## src/rtl/pe_mac_pipe.sv

```systemverilog
// Stallable N_OPS-lane multiply-accumulate PE: multiply, registered adder tree, accumulate, one result per channel.
// Optional output ReLU is enabled by defining PE_MAC_RELU_EN.
`timescale 1ns/1ps
module pe_mac_pipe #(
  parameter int N_OPS     = 8,
  parameter int DW        = 8,
  parameter int SIGNED    = 1,
  parameter int ACC_GUARD = 8,
  parameter int OCH_W     = 4,
  localparam int TREE_W   = 2*DW + $clog2(N_OPS),
  localparam int ACC_W    = TREE_W + ACC_GUARD
) (
  input  logic                  clk,
  input  logic                  rst_n,
  input  logic                  in_valid,
  output logic                  in_ready,
  input  logic [N_OPS*DW-1:0]   ifmap,
  input  logic [N_OPS*DW-1:0]   weight,
  input  logic                  in_ch_start,
  input  logic                  in_ch_end,
  input  logic [OCH_W-1:0]      out_ch_in,
  input  logic                  psum_en,
  input  logic [ACC_W-1:0]      psum,
  output logic                  out_valid,
  input  logic                  out_ready,
  output logic [ACC_W-1:0]      ofmap,
  output logic [OCH_W-1:0]      out_ch,
  output logic                  frame_err
);

  localparam logic SGN = (SIGNED != 0);
  localparam int   PW  = 2*DW;
  localparam int   TX  = TREE_W - PW;

  logic adv;
  logic accept;

  // S1 state
  logic              s1_valid_q, s1_valid_d;
  logic              s1_start_q, s1_start_d;
  logic              s1_end_q, s1_end_d;
  logic [OCH_W-1:0]  s1_och_q, s1_och_d;
  logic              s1_psum_en_q, s1_psum_en_d;
  logic [ACC_W-1:0]  s1_psum_q, s1_psum_d;
  logic [PW-1:0]     s1_prod_q [N_OPS];
  logic [PW-1:0]     s1_prod_d [N_OPS];

  // S2 state
  logic              s2_valid_q, s2_valid_d;
  logic              s2_start_q, s2_start_d;
  logic              s2_end_q, s2_end_d;
  logic [OCH_W-1:0]  s2_och_q, s2_och_d;
  logic              s2_psum_en_q, s2_psum_en_d;
  logic [ACC_W-1:0]  s2_psum_q, s2_psum_d;
  logic [TREE_W-1:0] s2_tree_q, s2_tree_d;

  // S3 / output state
  logic [ACC_W-1:0]  acc_q, acc_d;
  logic              ch_open_q, ch_open_d;
  logic [OCH_W-1:0]  ch_idx_q, ch_idx_d;
  logic              frame_err_q, frame_err_d;
  logic              out_valid_q, out_valid_d;
  logic [ACC_W-1:0]  ofmap_q, ofmap_d;
  logic [OCH_W-1:0]  out_ch_q, out_ch_d;

  logic [PW-1:0]     prod     [N_OPS];
  logic [TREE_W-1:0] prod_ext [N_OPS];
  logic [TREE_W-1:0] tree_lvl [N_OPS];
  logic [TREE_W-1:0] tree_sum;

  logic [ACC_W-1:0]  tree_ext;
  logic [ACC_W-1:0]  psum_add;
  logic [ACC_W-1:0]  acc_base;
  logic [ACC_W-1:0]  acc_next;
  logic [ACC_W-1:0]  ofmap_new;
  logic              beat3;
  logic              err_now;

  // The whole pipe freezes only while a finished result waits for OMEM.
  assign adv      = !(out_valid_q && !out_ready);
  assign in_ready = adv;
  assign accept   = in_valid && adv;

  // Operands are extended to 2*DW so the low 2*DW product bits are exact in both sign modes.
  generate
    for (genvar gi = 0; gi < N_OPS; gi++) begin : g_lane
      logic [DW-1:0] a_l;
      logic [DW-1:0] w_l;
      assign a_l = ifmap[gi*DW +: DW];
      assign w_l = weight[gi*DW +: DW];
      assign prod[gi] = {{DW{SGN & a_l[DW-1]}}, a_l} * {{DW{SGN & w_l[DW-1]}}, w_l};
      assign prod_ext[gi] = {{TX{SGN & s1_prod_q[gi][PW-1]}}, s1_prod_q[gi]};
    end
  endgenerate

  always_comb begin : s1_next
    s1_valid_d   = s1_valid_q;
    s1_start_d   = s1_start_q;
    s1_end_d     = s1_end_q;
    s1_och_d     = s1_och_q;
    s1_psum_en_d = s1_psum_en_q;
    s1_psum_d    = s1_psum_q;
    for (int i = 0; i < N_OPS; i++) s1_prod_d[i] = s1_prod_q[i];
    if (adv) begin
      s1_valid_d = accept;
      if (accept) begin
        s1_start_d   = in_ch_start;
        s1_end_d     = in_ch_end;
        s1_och_d     = out_ch_in;
        s1_psum_en_d = psum_en;
        s1_psum_d    = psum;
        for (int i = 0; i < N_OPS; i++) s1_prod_d[i] = prod[i];
      end
    end
  end

  // Pairwise reduction in place: each pass halves the live entries, log2(N_OPS) adder levels.
  always_comb begin : adder_tree
    for (int i = 0; i < N_OPS; i++) tree_lvl[i] = prod_ext[i];
    for (int s = N_OPS/2; s >= 1; s = s/2) begin
      for (int i = 0; i < s; i++) tree_lvl[i] = tree_lvl[2*i] + tree_lvl[2*i+1];
    end
    tree_sum = tree_lvl[0];
  end

  always_comb begin : s2_next
    s2_valid_d   = s2_valid_q;
    s2_start_d   = s2_start_q;
    s2_end_d     = s2_end_q;
    s2_och_d     = s2_och_q;
    s2_psum_en_d = s2_psum_en_q;
    s2_psum_d    = s2_psum_q;
    s2_tree_d    = s2_tree_q;
    if (adv) begin
      s2_valid_d = s1_valid_q;
      if (s1_valid_q) begin
        s2_start_d   = s1_start_q;
        s2_end_d     = s1_end_q;
        s2_och_d     = s1_och_q;
        s2_psum_en_d = s1_psum_en_q;
        s2_psum_d    = s1_psum_q;
        s2_tree_d    = tree_sum;
      end
    end
  end

  always_comb begin : s3_next
    beat3    = adv && s2_valid_q;
    tree_ext = {{ACC_GUARD{SGN & s2_tree_q[TREE_W-1]}}, s2_tree_q};
    psum_add = (s2_end_q && s2_psum_en_q) ? s2_psum_q : '0;
    acc_base = s2_start_q ? '0 : acc_q;
    acc_next = acc_base + tree_ext + psum_add;
`ifdef PE_MAC_RELU_EN
    ofmap_new = (SGN && acc_next[ACC_W-1]) ? '0 : acc_next;
`else
    ofmap_new = acc_next;
`endif

    // A start must find no open channel; a continuation must find one with the same index.
    if (s2_start_q) err_now = ch_open_q;
    else            err_now = !ch_open_q || (s2_och_q != ch_idx_q);

    acc_d       = acc_q;
    ch_open_d   = ch_open_q;
    ch_idx_d    = ch_idx_q;
    frame_err_d = frame_err_q;
    if (beat3) begin
      acc_d       = acc_next;
      ch_open_d   = !s2_end_q && (s2_start_q || ch_open_q);
      frame_err_d = frame_err_q | err_now;
      if (s2_start_q) ch_idx_d = s2_och_q;
    end

    out_valid_d = out_valid_q;
    ofmap_d     = ofmap_q;
    out_ch_d    = out_ch_q;
    if (beat3 && s2_end_q) begin
      out_valid_d = 1'b1;
      ofmap_d     = ofmap_new;
      out_ch_d    = s2_och_q;
    end else if (out_valid_q && out_ready) begin
      out_valid_d = 1'b0;
    end
  end

  always_ff @(posedge clk or negedge rst_n) begin
    if (!rst_n) begin
      s1_valid_q   <= 1'b0;
      s1_start_q   <= 1'b0;
      s1_end_q     <= 1'b0;
      s1_och_q     <= '0;
      s1_psum_en_q <= 1'b0;
      s1_psum_q    <= '0;
      for (int i = 0; i < N_OPS; i++) s1_prod_q[i] <= '0;
      s2_valid_q   <= 1'b0;
      s2_start_q   <= 1'b0;
      s2_end_q     <= 1'b0;
      s2_och_q     <= '0;
      s2_psum_en_q <= 1'b0;
      s2_psum_q    <= '0;
      s2_tree_q    <= '0;
      acc_q        <= '0;
      ch_open_q    <= 1'b0;
      ch_idx_q     <= '0;
      frame_err_q  <= 1'b0;
      out_valid_q  <= 1'b0;
      ofmap_q      <= '0;
      out_ch_q     <= '0;
    end else begin
      s1_valid_q   <= s1_valid_d;
      s1_start_q   <= s1_start_d;
      s1_end_q     <= s1_end_d;
      s1_och_q     <= s1_och_d;
      s1_psum_en_q <= s1_psum_en_d;
      s1_psum_q    <= s1_psum_d;
      for (int i = 0; i < N_OPS; i++) s1_prod_q[i] <= s1_prod_d[i];
      s2_valid_q   <= s2_valid_d;
      s2_start_q   <= s2_start_d;
      s2_end_q     <= s2_end_d;
      s2_och_q     <= s2_och_d;
      s2_psum_en_q <= s2_psum_en_d;
      s2_psum_q    <= s2_psum_d;
      s2_tree_q    <= s2_tree_d;
      acc_q        <= acc_d;
      ch_open_q    <= ch_open_d;
      ch_idx_q     <= ch_idx_d;
      frame_err_q  <= frame_err_d;
      out_valid_q  <= out_valid_d;
      ofmap_q      <= ofmap_d;
      out_ch_q     <= out_ch_d;
    end
  end

  assign out_valid = out_valid_q;
  assign ofmap     = ofmap_q;
  assign out_ch    = out_ch_q;
  assign frame_err = frame_err_q;

endmodule

```

## config.mk

```make
export PLATFORM = sky130hd
export DESIGN_NAME = pe_mac_pipe
export DESIGN_NICKNAME = d
export VERILOG_FILES = /design/src/rtl/pe_mac_pipe.sv
export SDC_FILE = /design/constraint.sdc
export NUM_CORES = 2
export LEC_CHECK = 0
export ABC_AREA = 1
export CORE_MARGIN = 2
export CORE_UTILIZATION = 33
export CTS_CLUSTER_DIAMETER = 40
export CTS_CLUSTER_SIZE = 12
export DETAILED_ROUTE_END_ITERATION = 16
export GPL_ROUTABILITY_DRIVEN = 0
export SETUP_SLACK_MARGIN = 0.4
export SLEW_MARGIN = 20
export SYNTH_ARGS = -nofsm -noshare
export SYNTH_HDL_FRONTEND = slang
export SYNTH_SLANG_ARGS = --single-unit
export TNS_END_PERCENT = 20
```

## constraint.sdc

```tcl
create_clock -name clk -period 3.55 [get_ports clk]
set_input_delay 0.71 -clock clk [delete_from_list [all_inputs] [get_ports clk]]
set_output_delay 0.71 -clock clk [all_outputs]
set_load 0.03 [all_outputs]
```

==> run summary <==
crit end category = flip-flop
yosys adder share = 38.66%
WL/cell = 14.05 um
XOR-XNOR Cells, Area Fraction = 1.420%
Setup Viol. Count Final = 81
clk buf depth = 3
nets = 6,754
Seq cells post-synth = 282
pre-CTS WS = -1.486 ns
largest net degree at the start of global routing = 102
DR vias/cell = 4.441
Setup CP Type = in2reg
R2R cell count = 19
Slew HR = 34.94%
Port Buffers = 199
synth unique cells = 35
part of the cycle the worst path needs = 110.4%
register share after synthesis = 18.45%
Top logic family = adder cells
synthesized instance count = 5,094
status = complete, but fails checks
failing checks = negative setup slack
main flop type = dfrtp_1
top cell type's share of synthesized area = 29.63%
worst-margin pin slew = 0.9748 ns
drt initial violations = 1,275
Pre-Repair DR Iteration Count = 5
Fillers = 11,210
synth warn = 0
Tool Warnings = 32
synth top area cells = fa_1, dfrtp_1, inv_1, nand2_1, ha_1
total congestion overflow = 0
Fmax = 0.2551 GHz
setup ws final = -0.3703 ns
ys cells = 5,094
Synth mux share = 0%
die x size = 344.4 um
final hold vios = 0
cell usage in the layout (no fill, tap or decap), types with 41 or more instances in the layout:
cell type and count:
dfrtp_1 281, nand2_2 82, o21ai_1 63, clkbuf_16 50, nand3_1 140, nand2_1 1180, fa_2 59, nor2_2 42
inv_2 179, buf_2 52, buf_4 539, nand2_4 41, ha_4 97, fa_1 507, nor2_1 148, buf_6 68
o21ai_0 140, inv_1 1307, ha_1 172, nand3_2 71, clkdlybuf4s50_1 70
flip-flops by register name, summed over array words and instances (netlist names):
signal	count
s1_psum_en_q	1
s1_valid_q	1
acc_q	27
s2_tree_q	19
s2_end_q	1
out_ch	4
s2_psum_q	27
s1_och_q	4
s1_end_q	1
prod_ext	128
s2_start_q	1
ofmap	27
ch_idx_q	4
s2_och_q	4
s2_psum_en_q	1
s2_valid_q	1
frame_err	1
out_valid	1
ch_open_q	1
s1_start_q	1
s1_psum_q	27
per-stage QoR:
stage                     cells  setup TNS [ns]
final                      7297          -15.74
after global routing       7296          -27.47
after CTS                  7283          -17.49
after detailed placement   7148         -114.08
after global placement     7148         -111.02
after floorplan            5094          -37.81
cell families (layout without fill, tap and decap cells):
| group | count (synthesis) | after routing |
|---|---|---|
| AOI/OAI and AO/OA | 383 | 383 |
| xor gates and xnor gates | 62 | 62 |
| and+or+nand+nor | 1840 | 1840 |
| buffers and inverters | 1685 | 2375 |
| adders and majority gates | 842 | 842 |
| DFF | 282 | 282 |
| other | 0 | 1 |
repair_timing:
item	4_1_cts	5_1_grt
pin swaps	341	229
endpoints found under the setup margin	117	136
buffers inserted	45	13
resized	1048	435
worst max-delay path, cell delays in order:
cell and delay [ns]:
buf_6 0.10, buf_12 0.14, nand2_4 0.07, inv_4 0.03, fa_2 0.62, inv_4 0.07
fa_1 0.49, fa_1 0.56, inv_2 0.04, fa_1 0.57, ha_4 0.23, nand2_4 0.08
inv_1 0.05, a21oi_2 0.13, nand2_1 0.07, nor2_2 0.13, nand3_1 0.11, nand3_2 0.11
nand2_1 0.05
per-layer routing:
layer / track usage (%) / routed length, um / up-vias
met5: 0 / 47 / -
met4: 3.904 / 2241 / 8
met3: 1.890 / 3544 / 157
met2: 32.34 / 52310 / 508
met1: 22.60 / 44350 / 15690
li1: - / - / 16050
worst paths after layout:
path	endpoint	from	slack, ns
worst max-delay path	prod_ext[110]	ifmap[23]	-0.37
worst min-delay path	s1_och_q[0]	rst_n	0.11
worst max register to register	s2_tree_q[16]	prod_ext[2]	-0.35
worst min register to register	s2_psum_q[0]	s2_psum_q[0]	0.47
max in group asynchronous	prod_ext[72]	rst_n	2.50
min in group clk	s2_psum_q[0]	s2_psum_q[0]	0.47
layout make-up:
| class | instances | area [um^2] | area share, % |
|---|---|---|---|
| Antenna cell | 1 | 2.502 | 0.004897 |
| Clock buffer | 54 | 1266 | 2.478 |
| Clock inverter | 36 | 387.9 | 0.7590 |
| Inverter | 1503 | 5694 | 11.14 |
| Multi-Input combinational cell | 3127 | 28390 | 55.56 |
| Sequential cell | 282 | 7058 | 13.81 |
| Tap cell | 1512 | 1892 | 3.702 |
| Timing Repair Buffer | 782 | 6410 | 12.54 |
Figure 1. Signal wires by layer.
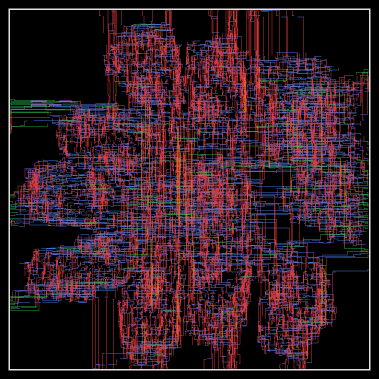
legend:
  purple:
    layer: M5
    wire_length: 47.8 um
  orange:
    layer: M4
    wire_length: 2,240 um
  red:
    layer: M2
    wire_length: 52.3 mm
  blue:
    layer: M1
    wire_length: 44.3 mm
  green:
    layer: M3
    wire_length: 3,540 um
global-route usage over all layers: 17.78%
Detailed Route WL: 102.5 mm
vias post-DR: 32,410

Figure 2. Cell density map.
34 x 34 tiles, from white (low) to dark blue (high), 0 to 100% covered.
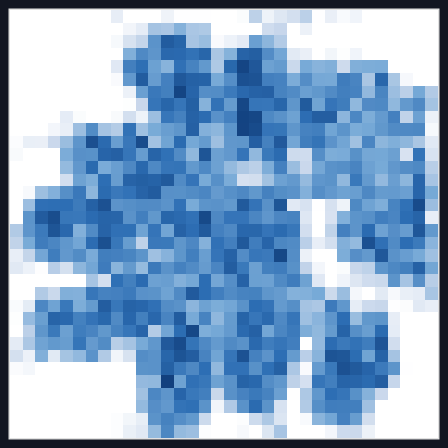
nearly empty tiles: 24%
fullest tile: 93%
tiles over 75% full: 13%
densest ninth of the die: middle
mean over tiles: 42%
core area: 0.1147 mm^2
Pre-Place Util: 33.35%

